**src/rtl/led_display_pkg.sv**
```systemverilog
// Shared mode codes and sequencer state type for the LED display blocks.
package led_display_pkg;

  localparam logic [3:0] GL_MODE_OFF    = 4'd0;
  localparam logic [3:0] GL_MODE_SOLID  = 4'd1;
  localparam logic [3:0] GL_MODE_SCAN_H = 4'd2;
  localparam logic [3:0] GL_MODE_SCAN_V = 4'd3;
  localparam logic [3:0] GL_MODE_PULSE  = 4'd4;

  typedef enum logic [1:0] {
    IDLE  = 2'd0,
    RUN   = 2'd1,
    PEND  = 2'd2,
    BLANK = 2'd3
  } seq_state_t;

  // Colour cycle skips 0 so a running panel is never dark.
  function automatic logic [2:0] next_colour(input logic [2:0] c);
    return (c == 3'd7) ? 3'd1 : c + 3'd1;
  endfunction

endpackage

```
**src/rtl/seq_dwell_timer.sv**
```systemverilog
// Saturating up-counter with synchronous clear and a terminal-count compare.
module seq_dwell_timer #(
  parameter int W = 8
) (
  input  logic         clk,
  input  logic         rst_n,
  input  logic         clear,
  input  logic         en,
  input  logic [W-1:0] limit,
  output logic         done
);

  logic [W-1:0] count;

  assign done = (count == limit);

  always_ff @(posedge clk) begin
    if (!rst_n) begin
      count <= '0;
    end else if (clear) begin
      count <= '0;
    end else if (en && !done) begin
      count <= count + W'(1);
    end
  end

endmodule

```
**src/rtl/led_display_mode_sequencer.sv**
```systemverilog
// Playlist controller feeding mode/colour to the LED pattern generator.
// Optional LED_SEQ_COLOUR_CYCLE_EN: colour steps 1..7 on each playlist wrap.
module led_display_mode_sequencer
  import led_display_pkg::*;
#(
  parameter int SYS_CLK_FREQ = 100_000_000,
  parameter int SIMULATION   = 0,
  parameter int DWELL_CYCLES = (SIMULATION != 0) ? 2000 : 2 * SYS_CLK_FREQ,
  parameter int BLANK_CYCLES = 16,
  parameter int PEND_TIMEOUT = 4096
) (
  input  logic       clk_in,
  input  logic       n_reset_in,
  input  logic       enable_in,
  input  logic       step_in,
  input  logic       pause_in,
  input  logic [2:0] colour_in,
  input  logic       row_valid_in,
  input  logic [3:0] row_address_in,
  output logic [3:0] mode_out,
  output logic [2:0] colour_out,
  output logic [1:0] step_out,
  output logic       switching_out
);

  localparam int DW = $clog2(DWELL_CYCLES + 1);
  localparam int PB_MAX =
    (PEND_TIMEOUT > BLANK_CYCLES) ? PEND_TIMEOUT : BLANK_CYCLES;
  localparam int PW = $clog2(PB_MAX + 1);

  localparam logic [DW-1:0] DWELL_LIM = DW'(DWELL_CYCLES - 1);
  localparam logic [PW-1:0] PEND_LIM  = PW'(PEND_TIMEOUT - 1);
  localparam logic [PW-1:0] BLANK_LIM = PW'(BLANK_CYCLES - 1);

  localparam logic [3:0] PLAYLIST [4] = '{
    GL_MODE_SOLID,
    GL_MODE_SCAN_H,
    GL_MODE_SCAN_V,
    GL_MODE_PULSE
  };

  seq_state_t    state;
  logic          frame_end;
  logic          dwell_clear;
  logic          dwell_en;
  logic          dwell_done;
  logic          pb_clear;
  logic          pb_en;
  logic          pb_done;
  logic [PW-1:0] pb_limit;
  logic [1:0]    next_step;
  logic          wrap_now;

  assign frame_end = row_valid_in && (row_address_in == 4'd15);
  assign next_step = step_out + 2'd1;
  assign wrap_now  = (state == BLANK) && pb_done && (step_out == 2'd3);

  assign dwell_clear = (state != RUN);
  assign dwell_en    = (state == RUN) && !pause_in;

  // One counter serves both PEND and BLANK; it restarts at each hand-over.
  assign pb_clear = (state == IDLE) || (state == RUN) ||
                    ((state == PEND) && (frame_end || pb_done));
  assign pb_en    = (state == PEND) || (state == BLANK);
  assign pb_limit = (state == BLANK) ? BLANK_LIM : PEND_LIM;

  seq_dwell_timer #(
    .W(DW)
  ) u_dwell (
    .clk  (clk_in),
    .rst_n(n_reset_in),
    .clear(dwell_clear),
    .en   (dwell_en),
    .limit(DWELL_LIM),
    .done (dwell_done)
  );

  seq_dwell_timer #(
    .W(PW)
  ) u_pend_blank (
    .clk  (clk_in),
    .rst_n(n_reset_in),
    .clear(pb_clear),
    .en   (pb_en),
    .limit(pb_limit),
    .done (pb_done)
  );

  always_ff @(posedge clk_in) begin
    if (!n_reset_in || !enable_in) begin
      state         <= IDLE;
      step_out      <= 2'd0;
      mode_out      <= GL_MODE_OFF;
      switching_out <= 1'b0;
    end else begin
      unique case (state)
        IDLE: begin
          state         <= RUN;
          step_out      <= 2'd0;
          mode_out      <= PLAYLIST[0];
          switching_out <= 1'b0;
        end
        RUN: begin
          if (step_in || dwell_done) begin
            state         <= PEND;
            switching_out <= 1'b1;
          end
        end
        PEND: begin
          if (frame_end || pb_done) begin
            state    <= BLANK;
            mode_out <= GL_MODE_OFF;
          end
        end
        BLANK: begin
          if (pb_done) begin
            state         <= RUN;
            step_out      <= next_step;
            mode_out      <= PLAYLIST[next_step];
            switching_out <= 1'b0;
          end
        end
        default: state <= IDLE;
      endcase
    end
  end

`ifdef LED_SEQ_COLOUR_CYCLE_EN
  logic [2:0] unused_colour;
  assign unused_colour = colour_in;

  always_ff @(posedge clk_in) begin
    if (!n_reset_in) begin
      colour_out <= 3'd0;
    end else if (enable_in && (state == IDLE)) begin
      colour_out <= 3'd1;
    end else if (enable_in && wrap_now) begin
      colour_out <= next_colour(colour_out);
    end
  end
`else
  logic unused_wrap;
  assign unused_wrap = wrap_now;

  always_ff @(posedge clk_in) begin
    if (!n_reset_in) begin
      colour_out <= 3'd0;
    end else begin
      colour_out <= colour_in;
    end
  end
`endif

endmodule

```
**config.mk**
```make
export PLATFORM = sky130hd
export DESIGN_NAME = led_display_mode_sequencer
export DESIGN_NICKNAME = d
export VERILOG_FILES = /design/src/rtl/led_display_pkg.sv /design/src/rtl/seq_dwell_timer.sv /design/src/rtl/led_display_mode_sequencer.sv
export SDC_FILE = /design/constraint.sdc
export NUM_CORES = 1
export LEC_CHECK = 0
export CAP_MARGIN = 20
export CORE_ASPECT_RATIO = 1.75
export CORE_MARGIN = 5
export CORE_UTILIZATION = 65
export CTS_BUF_LIST = sky130_fd_sc_hd__clkbuf_4
export CTS_CLUSTER_DIAMETER = 100
export DETAILED_ROUTE_END_ITERATION = 10
export GPL_ROUTABILITY_DRIVEN = 0
export PLACE_DENSITY = 0.94
export SLEW_MARGIN = 20
export SYNTH_ARGS = -nofsm -noshare
export SYNTH_HDL_FRONTEND = slang
export SYNTH_HIERARCHICAL = 1
export SYNTH_SLANG_ARGS = --single-unit
```
**constraint.sdc**
```tcl
create_clock -name clk_in -period 5.6 [get_ports clk_in]
set_input_delay 1.12 -clock clk_in [delete_from_list [all_inputs] [get_ports clk_in]]
set_output_delay 1.12 -clock clk_in [all_outputs]
set_load 0.05 [all_outputs]
```
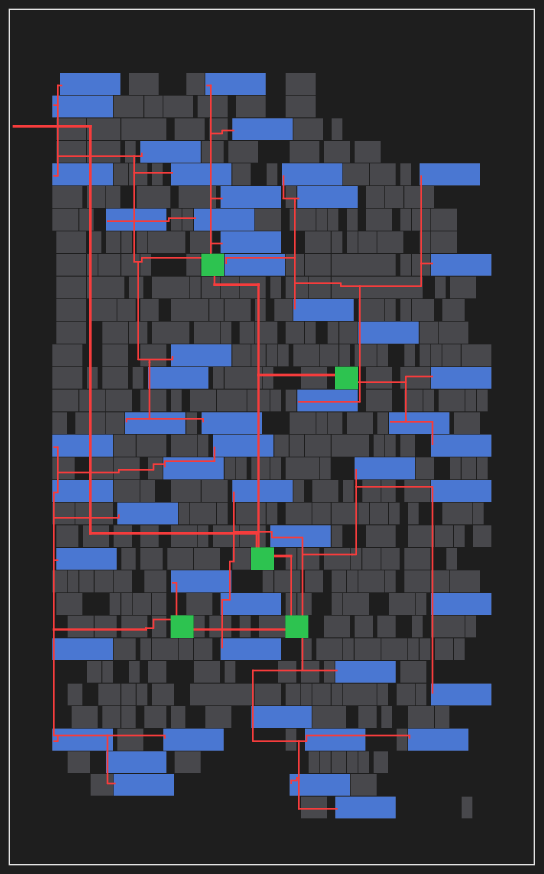
clock_map.png
[red] clock wires | length: 639 um
[green] cells driving clock nets | count: 5
[blue] flip-flops | count: 52
flops lie: all over the die

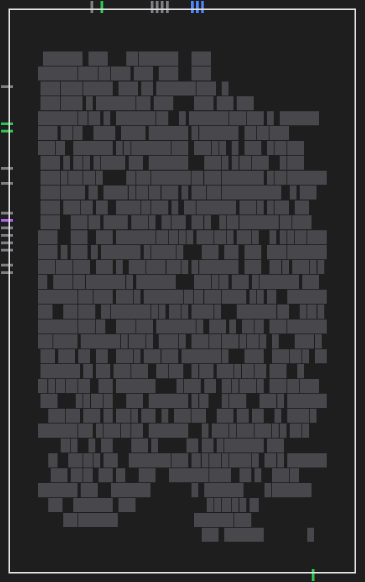
pins.png
Pins as bars across the die edge, other pins in gray.
[purple] switching_out | pins: 1 | direction: output | edge: left
[green] mode_out | pins: 4 | direction: output | edge: 2 left, 1 top, 1 bottom
[blue] colour_out | pins: 3 | direction: output | edge: top

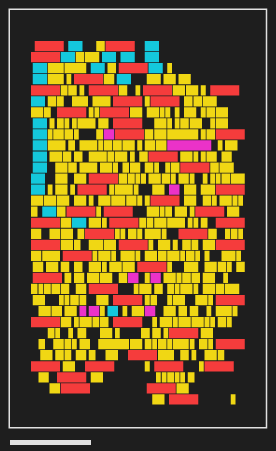
cell_classes.png
Bar = 20 um.
[red] flip-flops | cells: 52 | share of their area: 30%
[magenta] clock drivers and dummy loads | cells: 8 | share of their area: 2.3%
[cyan] other buffers and delay cells | cells: 22 | share of their area: 6.2%
[yellow] all other logic | cells: 334 | share of their area: 62%

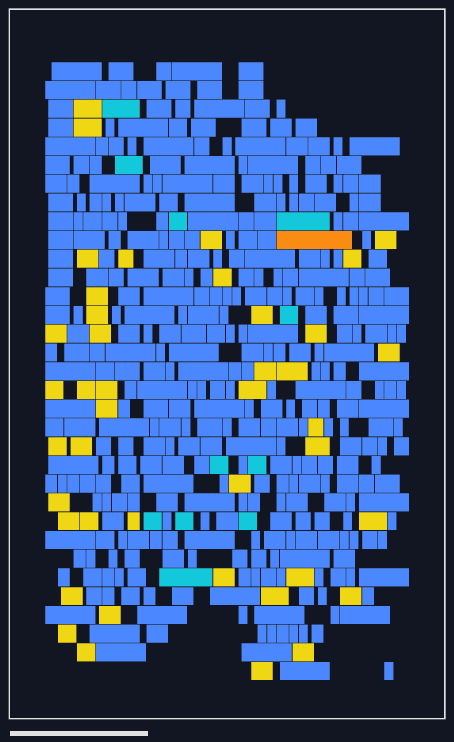
drive_strength.png
Bar = 20 um.
[orange] drive 6 and up | cells: 1 | share: 0.24%
[yellow] drive 2 | cells: 42 | share: 10%
[cyan] drive 3 to 4 | cells: 11 | share: 2.6%
[blue] drive 1 or less | cells: 362 | share: 87%

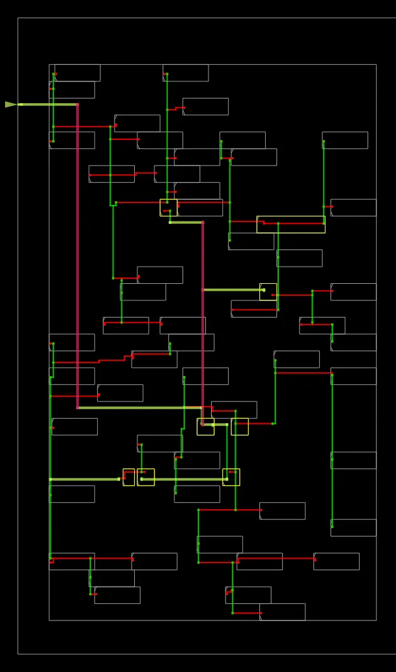
final_clocks.png
Num Clock Sinks: 52
Inserted Clock Buffers: 5
Latency at later pin: 0.37 ns
Layout Skew: 0.0160 ns
flip-flops: 52

==> results.sh <==
# source this file to load flow results
export IMPL_grt_overflow=0
export IMPL_stdcell_count=468
export IMPL_antenna_cells=0
export IMPL_route_vias_total=2798
export IMPL_arrival_ns=3.63
export IMPL_p_leak_nw=1.31
export IMPL_p_switching_mw=0.166
export IMPL_regArea_um2=1040
export IMPL_syn_inst=366
export IMPL_fmax_mhz=303
export IMPL_finalHoldViolCount=0
export IMPL_drt_total_wl_um=6780
export IMPL_clkTransAtPathRegs_ns=0.16
export IMPL_vdd_drop_max_uv=176
export IMPL_cp_start_kind="flop"
export IMPL_core_um2=4750
export IMPL_area_delta_synth_final_pct=12.1
export IMPL_std_cell_rows=33
export IMPL_grt_max_degree=32
export IMPL_dpl_cell_count=460
export IMPL_worstPathCellList="ha_1 -> inv_1 -> xnor2_1 -> nand4_1 -> nor4_4 -> buf_4 -> a21o_2 -> a211o_1 -> or2b_2 -> or4_2 -> nand2_1"
export IMPL_postSynthAreaPerCell_um2=8.73
export IMPL_maxSlewHeadroom_pct=35.4
export IMPL_pwr_share_comb_pct=11.3
export IMPL_crit_start="state[0]"
export IMPL_synth_flops=52
export IMPL_drc_errors=0
export IMPL_synth_cell_area_um2=3190
export IMPL_ys_async_sr_fraction_pct=0
export IMPL_enable_flop_cells=0
export IMPL_grt_pass1_wl_um=12000
export IMPL_grt_pass1_vias=2775
export IMPL_yosys_stat_cells=366
export IMPL_worstPathRequired_ns=5.93
export IMPL_dr_pass1_iters=4
export IMPL_clockRootBuffer="clkbuf_4"
export IMPL_hpwl_um=5040
export IMPL_io_buffers=21
export IMPL_finalMaxSlewViolations=0
export IMPL_p_int_mw=0.504
export IMPL_ys_dominant_reg_cell="dfxtp_1"
export IMPL_status="completed"
export IMPL_synth_seq_area_share_pct=32.6
export IMPL_crit_type="flop to flop"
export IMPL_chip_area_um2=6470
export IMPL_min_from="u_dwell/count[22]"
export IMPL_period_used_pct=58.9
export IMPL_io_pins=23
export IMPL_fillers=328
export IMPL_warnings=30
export IMPL_cts_resized=0
export IMPL_use_met1_pct=23.2
export IMPL_final_nets=436
export IMPL_finalSetupTns_ns=0
export IMPL_end_kind="flop"
export IMPL_mi_logic_area_um2=2150
export IMPL_maxCapViolCount=0
export IMPL_fp_utilization_pct=67.3
export IMPL_antenna_found_initial=0
export IMPL_rsz0062_at_grt="false"
export IMPL_area_leaders="dfxtp_1, xnor2_1, nand2_1, nand4_1, nor2_1"
export IMPL_grtUsageTotal_pct=22.4
export IMPL_r2r_start="state[0]"
export IMPL_yosysTopAreaCell="dfxtp_1"
export IMPL_common_cells="dfxtp_1, xnor2_1, nand2_1, nor2_1, nand4_1"
export IMPL_ant_nets=0
export IMPL_clkPwrFrac_pct=32.6
export IMPL_grt_util_met3_pct=3.27
export IMPL_switching_share_pct=24.7
export IMPL_power_density_nw_per_um2=187
export IMPL_synth_cell_types=63
export IMPL_hold_class="flop to flop"
export IMPL_grt_use_met2_pct=43.6
export IMPL_ys_warnings_count=6
export IMPL_cts_setup_buffers=0
export IMPL_synth_chip_area_um2=3190
==> logic make-up (layout without fill, tap and decap cells) <==
family          after synthesis  count (layout)  synth area share [%]
compound gates               80              80                  18.6
xor+xnor                     49              49                  13.4
fa+ha+maj                     8               8                  3.13
buf+inv                      19              37                  3.92
flops                        52              52                  32.6
mux                           6               6                  2.04
other cells                   2              34                 0.235
simple gates                150             150                  26.1
==> critical path: cells and delay by family, from the launching register on <==
kind | cells | cell delay [ns]
adders and majority gates | 1 | 0.28
buffers and inverters | 2 | 0.47
DFF | 1 | 0.43
AOI/OAI and AO/OA | 2 | 0.51
and+or+nand+nor | 5 | 1.36
xor gates and xnor gates | 1 | 0.20
==> metal layers <==
metal  up-vias  wire length [um]
met2        51              3840
met5         -                 0
li1       1394                 -
met4         0               150
met1      1340              2600
met3        13               191
==> state kept, by name, indices dropped and copies added (netlist names) <==
register,flops
colour_out,3
mode_out,3
state,2
step_out,2
switching_out,1
u_dwell/count,28
u_pend_blank/count,13
==> path summary, 6_finish.rpt <==
path / end / slack (ns) / cells after the start
max: u_pend_blank/count[9] / 2.30 / 11
min: u_dwell/count[22] / 0.51 / 2
max reg2reg: u_pend_blank/count[9] / 2.30 / 11
min reg2reg: u_dwell/count[22] / 0.51 / 2
==> placed cells by master (no fill, tap or decap), types with 2 or more instances in the layout <==
cell,synthesis,layout
and4_1,2,2
a31oi_1,8,8
a21oi_2,10,10
conb_1,2,34
nor4_4,2,2
a31o_2,8,8
o21ai_1,6,6
or2_2,2,2
nand2_1,37,37
nor3_1,3,3
xnor2_1,48,48
o31ai_1,4,4
inv_1,7,7
or4_1,4,4
o41ai_1,2,2
nand3b_1,2,2
ha_1,8,8
nor4_1,2,2
a41o_1,4,4
a211oi_1,2,2
and3_1,7,7
clkbuf_4,0,6
nand4_1,20,20
nand3_1,5,5
a21oi_1,17,17
o21ai_0,3,3
nand2b_1,6,6
clkdlybuf4s50_1,0,21
a41o_2,3,3
or3_2,6,6
and2_1,7,7
nor2_1,32,32
mux2i_1,5,5
nor2b_1,3,2
dfxtp_1,52,52
a32o_2,2,2
==> per-stage QoR <==
| stage | utilization, % | hold WS [ns] | area [um2] | setup slack [ns] |
|---|---|---|---|---|
| 6_report | 75.4 | 0.513 | 3580 | 2.30 |
| 5_1_grt | 75.4 | 0.544 | 3580 | 2.10 |
| 4_1_cts | 75.4 | 0.518 | 3580 | 2.30 |
| 3_5_place_dp | 73.7 | 0.485 | 3500 | 2.10 |
| 3_3_place_gp | 73.7 | 0.475 | 3500 | 2.19 |
| 2_1_floorplan | - | 0.467 | 3310 | 2.68 |
==> layout make-up <==
class	count	area share, %
sequential	52	29.1
timing repair buffer	22	6.08
multi-input combinational	327	60.1
tap	52	1.82
clock buffer	6	1.26
inverter	7	0.734
clock inverter	2	0.978
==> power groups by stage <==
| stage | clock (mW) | combinational [mW] | sequential [mW] |
|---|---|---|---|
| floorplan | 0 | 0.0469 | 0.390 |
| global placement | 0 | 0.0726 | 0.383 |
| detailed placement | 0 | 0.0750 | 0.383 |
| CTS | 0.225 | 0.0752 | 0.375 |
| global route | 0.239 | 0.0830 | 0.376 |
| finish | 0.218 | 0.0756 | 0.375 |
Power and IR drop assume default switching activity.
